Run 1, sequential cells grouped by signal name:
The bar under the picture is 20 um long.
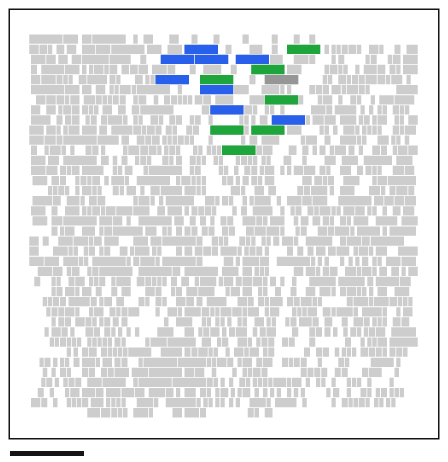
Run 1, cell classes on the final placement:
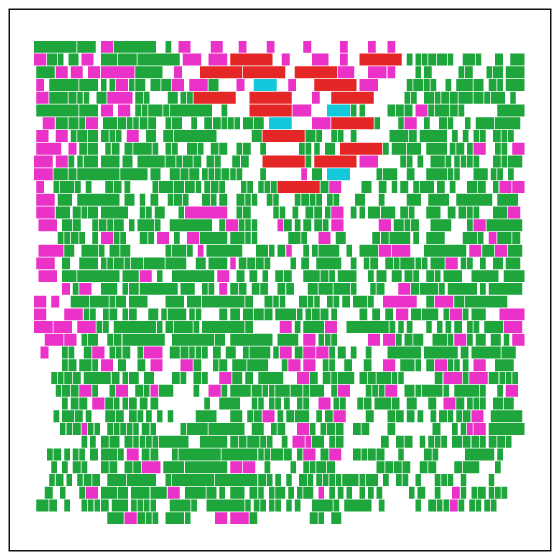
Run 1, congestion heat map:
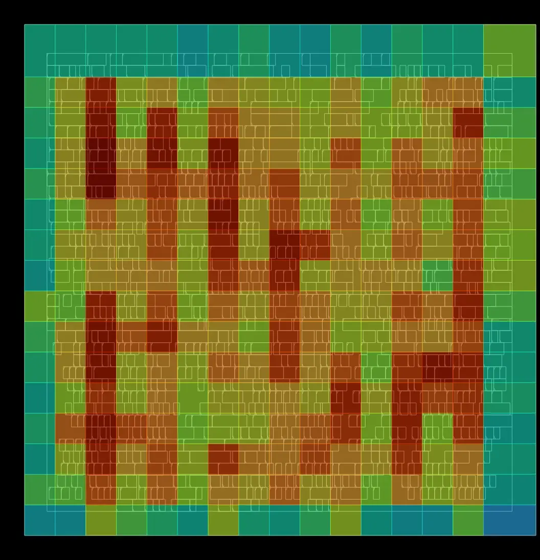
Run 1, metal layers overlaid:
The bar under the picture is 20 um long.
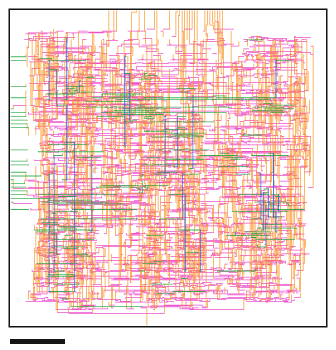
Design bf16_add, sky130hd; sources not shown.
==> impl_metrics.py, run 1 <==
# Metrics from the implementation run
metrics = {
    "timing": {
        "min_period_ns": 8.662,
        "setup_viol": 32,
        "setup_slack_ns": -7.862,
        "max_slew.worst_pin.slew_ns": 0.6989,
        "slew_violations": 0,
        "finalHoldViolCount": 16,
        "fin_setup_tns_ns": -127.61,
        "holdWs_ns": -0.1047,
        "slew_headroom_pct": 52.91,
        "fin_crit_sh_pct": 1083,
    },
    "place": {
        "hpwl_um": 15120,
        "dp_slack_ns": -9.722,
        "numPortBuffers": 49,
    },
    "finish": {
        "layout_top_cells": "nand2_1, nand3_1, inv_1, buf_4, nor2_1",
        "nNetsFinal": 1224,
        "largest_register_ffs": 8,
        "drive_above_1_share_pct": 33.33,
        "fill_cells": 928,
        "final_common_cell": "nand2_1",
        "synthToLayoutAreaGrowth_pct": 42.06,
    },
    "power": {
        "p_int_mw": 6.847,
        "maxPowerGroup": "combinational logic",
        "combPwrFrac_pct": 87.0,
        "pg_comb_mw": 13.3,
        "peakVddDrop_uv": 1158,
        "switchingPower_mw": 8.461,
        "p_leak_nw": 4.015,
        "p_seq_share_pct": 8.5,
        "seq_power_mw": 1.30,
        "netSwitchingFraction_pct": 55.27,
        "powerDensity_mw_per_mm2": 1943,
    },
    "logic_synthesis": {
        "async_flop_share_pct": 100.0,
        "xor_area_share_pct": 3.294,
        "synthAdderAreaFrac_pct": 10.79,
        "yosys.area.top_type": "nand2_1",
        "ys_sh_simple_pct": 48.44,
        "synth_nets": 1084,
        "yosysUniqueCellTypes": 58,
        "netlist_area_mm2": 0.005545,
        "top_cell_area_share_pct": 20.51,
        "synthMuxAreaShare_pct": 0,
        "synth_chip_area_mm2": 0.005545,
        "numSynthFlops": 16,
        "ys_seq_share_pct": 7.220,
    },
    "clocking": {
        "clkTransAtPathRegs_ns": 0.06,
        "ctsHoldBuffers": 0,
        "cts_buffer_depth": 2,
        "h-tree-depth": 1,
        "cts.sinks": 16,
        "numCtsBuffers": 3,
    },
    "die": {
        "fp.dieH_um": 115.3,
        "chipArea_mm2": 0.01330,
        "io_pins": 50,
        "fp-utilization_pct": 51.15,
        "die_w_um": 115.3,
    },
    "global_routing": {
        "antenna_found_initial": 0,
        "grt_pass1_wl_um": 32350,
        "grt_pass1_vias": 6542,
        "grt_util_met1_pct": 40.01,
        "grt-ovfl-total": 0,
    },
    "critical_path": {
        "cp-end-kind": "register",
        "path_depth": 69,
        "max_stage_delay_ns": 0.41,
        "cp.arrival_ns": 8.77,
        "critPathBufInv": 19,
        "critPathTopFamily": "simple AND/OR/NAND/NOR gates",
        "cp.required_ns": 0.91,
        "critPathLaunchType": "input port",
    },
    "run": {
        "maxCapViolCount": 0,
    },
    "run_status": {
        "status": "finished with violations",
        "violations": "hold timing, setup timing",
    },
    "routing": {
        "ant_nets": 0,
        "drt_iter0_drc": 718,
        "drc": 0,
        "drt_pass1_iterations": 6,
    },
}
Notes on 'sequential cells grouped by signal name' above:
| name in the netlist | colour | placed flops | where |
|---|---|---|---|
| e_o | blue | 8 | top middle |
| m_o | green | 7 | top middle |
not coloured: 1
Reg area: 400.4 um^2
post-layout util: 72.67%
fraction of area in registers: 5.083%

Notes on 'cell classes on the final placement' above:
| class | colour | cells |
|---|---|---|
| registers | red | 16 |
| clock drivers and dummy loads | cyan | 4 |
| remaining buffers and delay cells | magenta | 164 |
| remaining logic cells | green | 959 |
CORE AREA: 0.01084 mm^2
row cnt: 38
design area: 0.007878 mm^2

Notes on 'congestion heat map' above:
met2 GRT Util: 50.58%
GRT Max-Usage Layer: met2

Notes on 'metal layers overlaid' above:
| layer | colour | wire length |
|---|---|---|
| M3 | green | 1510 um |
| M1 | magenta | 8660 um |
| M2 | orange | 9910 um |
| M4 | blue | 537 um |
Vias: 7264
DR WL/cell: 16.08 um
final wirelength: 20630 um
all-layer global routing usage: 29.72%

==> run 1: layer usage <==
layer	vias to the layer above	part of all wire, %
met5	-	0
met4	0	2.6
met3	53	7.3
met2	330	48
met1	3291	42
li1	3590	-
==> run 1: Yosys cell counts (4+ instances only) <==
master,n
nand2_1,303
inv_1,129
nand3_1,126
nor2_1,68
a21oi_1,56
ha_1,43
o21ai_0,39
nand4_1,19
nand2_2,18
inv_2,17
dfrtp_1,16
o21ai_1,15
clkbuf_1,14
xor2_1,13
nand3_2,12
nor3_1,12
nor4_1,8
xnor2_1,6
buf_2,5
a31oi_1,4
and2_1,4
buf_4,4
nand2_4,4
nand3b_1,4
o211ai_1,4
o22ai_1,4
o31ai_1,4
or2_2,4
==> run 1: final cells by class <==
cell class                 instances  area, um^2  area share (%)
sequential                        16       400.4           5.083
timing repair buffer             135        1087           13.80
multi-input combinational        809        5281           67.04
inverter                         150       645.6           8.196
clock buffer                       4       55.05          0.6989
buffer                            29       232.7           2.954
tap                              140       175.2           2.224
==> run 1: metrics by stage <==
| stage | area, um^2 | instances | power, mW |
|---|---|---|---|
| 5_1_grt | 7878 | 1283 | 16.72 |
| 2_1_floorplan | 5786 | 1004 | 9.438 |
| 3_3_place_gp | 6451 | 1193 | 12.50 |
| 4_1_cts | 7500 | 1264 | 14.38 |
| 6_report | 7878 | 1283 | 15.31 |
| 3_5_place_dp | 6451 | 1193 | 12.53 |
==> run 1: timing repair <==
item	in CTS	in global routing
pin swaps	64	67
gates resized	369	62
setup buffers	67	19
setup endpoints to repair	48	48
hold endpoints to repair	0	16
==> run 1: cell families (layout without fill, tap and decap cells) <==
group,count (synthesis),count (layout)
flops,16,16
simple gates,590,590
buf+inv,179,318
fa+ha+maj,46,46
xor+xnor,20,20
compound gates,153,153
Run 1, signal metal coverage by tile:
The bar under the picture is 20 um long. 23 x 23 tiles, from dark blue (low) to red (high), scaled to the fullest tile. Values are wire area over tile area, all layers added.
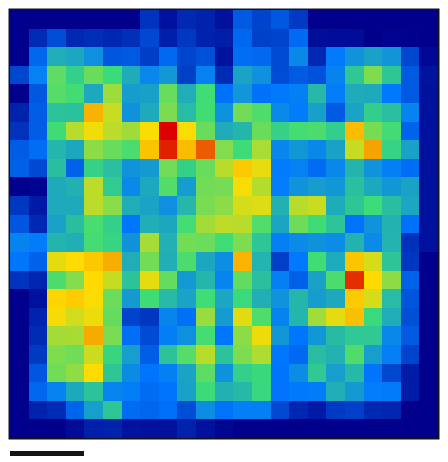

--- run 2 (diff from run 1) ---
--- a/config.mk
+++ b/config.mk
@@ -17,5 +17,4 @@
 export SETUP_SLACK_MARGIN = 0.5
 export SYNTH_ARGS = -nofsm -noshare
 export SYNTH_HDL_FRONTEND = slang
-export SYNTH_HIERARCHICAL = 1
 export SYNTH_SLANG_ARGS = --single-unit
Run 2, signal metal coverage by tile:
The bar under the picture is 20 um long. 23 x 23 tiles, from dark blue (low) to red (high), scaled to the fullest tile. Values are wire area over tile area, all layers added.
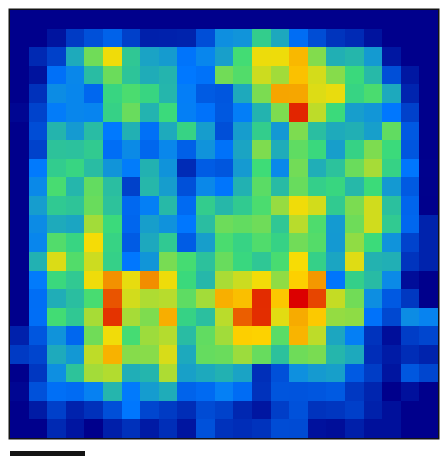
densest ninth of the die: middle
fullest tile: 0.82
nearly empty tiles: 13%
Vias: 7471
DR WL/cell: 16.52 um
final wirelength: 21500 um
all-layer global routing usage: 30.03%

Run 2, metal layers overlaid:
The bar under the picture is 20 um long.
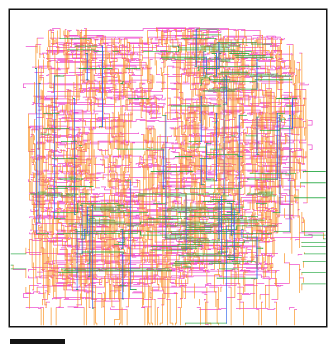
| layer | colour | wire length |
|---|---|---|
| M2 | orange | 10100 um |
| M3 | green | 1880 um |
| M4 | blue | 945 um |
| M1 | magenta | 8550 um |

==> impl_metrics.py, run 2 <==
# Metrics from the implementation run
metrics = {
    "run_status": {
        "status": "finished with violations",
        "violations": "hold timing, setup timing",
    },
    "finish": {
        "synthToLayoutAreaGrowth_pct": 49.19,
        "largest_register_ffs": 8,
        "fill_cells": 857,
        "layout_top_cells": "nand2_1, buf_4, inv_1, nand3_1, nand2_2",
        "final_common_cell": "nand2_1",
        "nNetsFinal": 1244,
        "layout.cells.non_filler": 1302,
    },
    "timing": {
        "setup_viol": 32,
        "fin_setup_tns_ns": -121.14,
        "min_period_ns": 8.351,
        "max_slew.worst_pin.slew_ns": 0.9134,
        "slew_violations": 0,
        "holdWs_ns": -0.1160,
        "fin_crit_sh_pct": 1044,
        "slew_headroom_pct": 38.47,
        "setup_slack_ns": -7.551,
        "finalHoldViolCount": 16,
    },
    "global_routing": {
        "grt_pass1_vias": 6847,
        "grt_pass1_wl_um": 32470,
        "antenna_found_initial": 0,
    },
    "logic_synthesis": {
        "synth_chip_area_mm2": 0.005487,
        "synth_nets": 1065,
        "netlist_area_mm2": 0.005487,
        "yosysUniqueCellTypes": 49,
        "top_cells_by_count": "nand2_1, inv_1, nand3_1",
        "yosys.area.top_type": "nand2_1",
        "numSynthFlops": 16,
        "async_flop_share_pct": 100.0,
    },
    "die": {
        "io_pins": 50,
        "placementRows": 38,
        "fp.dieH_um": 114.8,
        "chipArea_mm2": 0.01317,
        "fp-utilization_pct": 50.83,
    },
    "clocking": {
        "ctsHoldBuffers": 0,
        "cts.sinks": 16,
        "h-tree-depth": 1,
        "cts_buffer_depth": 2,
        "numCtsBuffers": 3,
    },
    "power": {
        "p_leak_nw": 4.138,
        "p_total_mw": 17.23,
        "powerDensity_mw_per_mm2": 2105,
    },
    "critical_path": {
        "cp-end-kind": "register",
        "critPathLaunchType": "input port",
        "max_stage_delay_ns": 0.38,
        "cp.arrival_ns": 8.53,
    },
    "place": {
        "dp_cells": 1173,
        "dpl-instance-area_mm2": 0.006434,
        "dp_slack_ns": -9.158,
        "numPortBuffers": 49,
    },
    "routing": {
        "drt_iter0_drc": 699,
        "drc": 0,
    },
}
Run 2, congestion heat map:
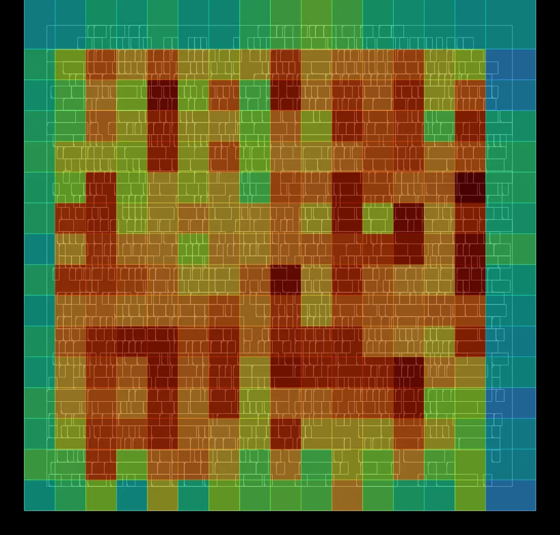
met2 GRT Util: 51.11%
met3 Use GR: 3.737%
post-layout util: 75.84%

run 2: critical path: cells and delay by family:
family,cells,cell delay (ns)
buffers and inverters,21,2.23
AND-OR/OR-AND,7,0.99
AND/OR/NAND/NOR,43,3.75
adder cells (fa/ha/maj),5,1.29
run 2: cell type report:
class,count,area [um^2],share of cell area [%]
Buffer,21,192.7,2.354
Clock buffer,4,55.05,0.6726
Inverter,149,628.1,7.673
Multi-Input combinational cell,798,5419,66.20
Sequential cell,16,400.4,4.891
Tap cell,140,175.2,2.140
Timing Repair Buffer,173,1306,15.96
Timing Repair inverter,1,8.758,0.1070
run 2: logic make-up (layout without fill, tap and decap cells):
kind of cell,Yosys count,count (layout),share of synthesized area (%)
DFF,16,16,7.298
and+or+nand+nor,569,569,48.85
xor gates and xnor gates,27,27,4.310
adders and majority gates,47,47,11.13
AOI/OAI and AO/OA,155,155,15.85
buffers and inverters,170,348,12.57
run 2: power by group:
| group | switching (mW) | total, mW | internal [mW] |
|---|---|---|---|
| clock network | 0.264 | 0.700 | 0.437 |
| registers | 0.0746 | 1.27 | 1.20 |
| logic | 9.31 | 15.3 | 5.95 |
| total | 9.64 | 17.2 | 7.59 |
run 2: what timing repair did:
action	CTS	global route
endpoints found under the hold margin	0	16
pin swaps	76	95
setup endpoints to repair	48	48
gates cloned	1	0
gates resized	324	115
buffers inserted	93	31
run 2: layer usage:
metal  up-vias  track usage (%)  wire length, um
li1       3576                -                -
met2       383            51.11            10130
met5         -                0                0
met3        92            3.737             1878
met1      3420            39.55             8548
met4         0            9.703              945
Power and IR drop assume default switching activity.
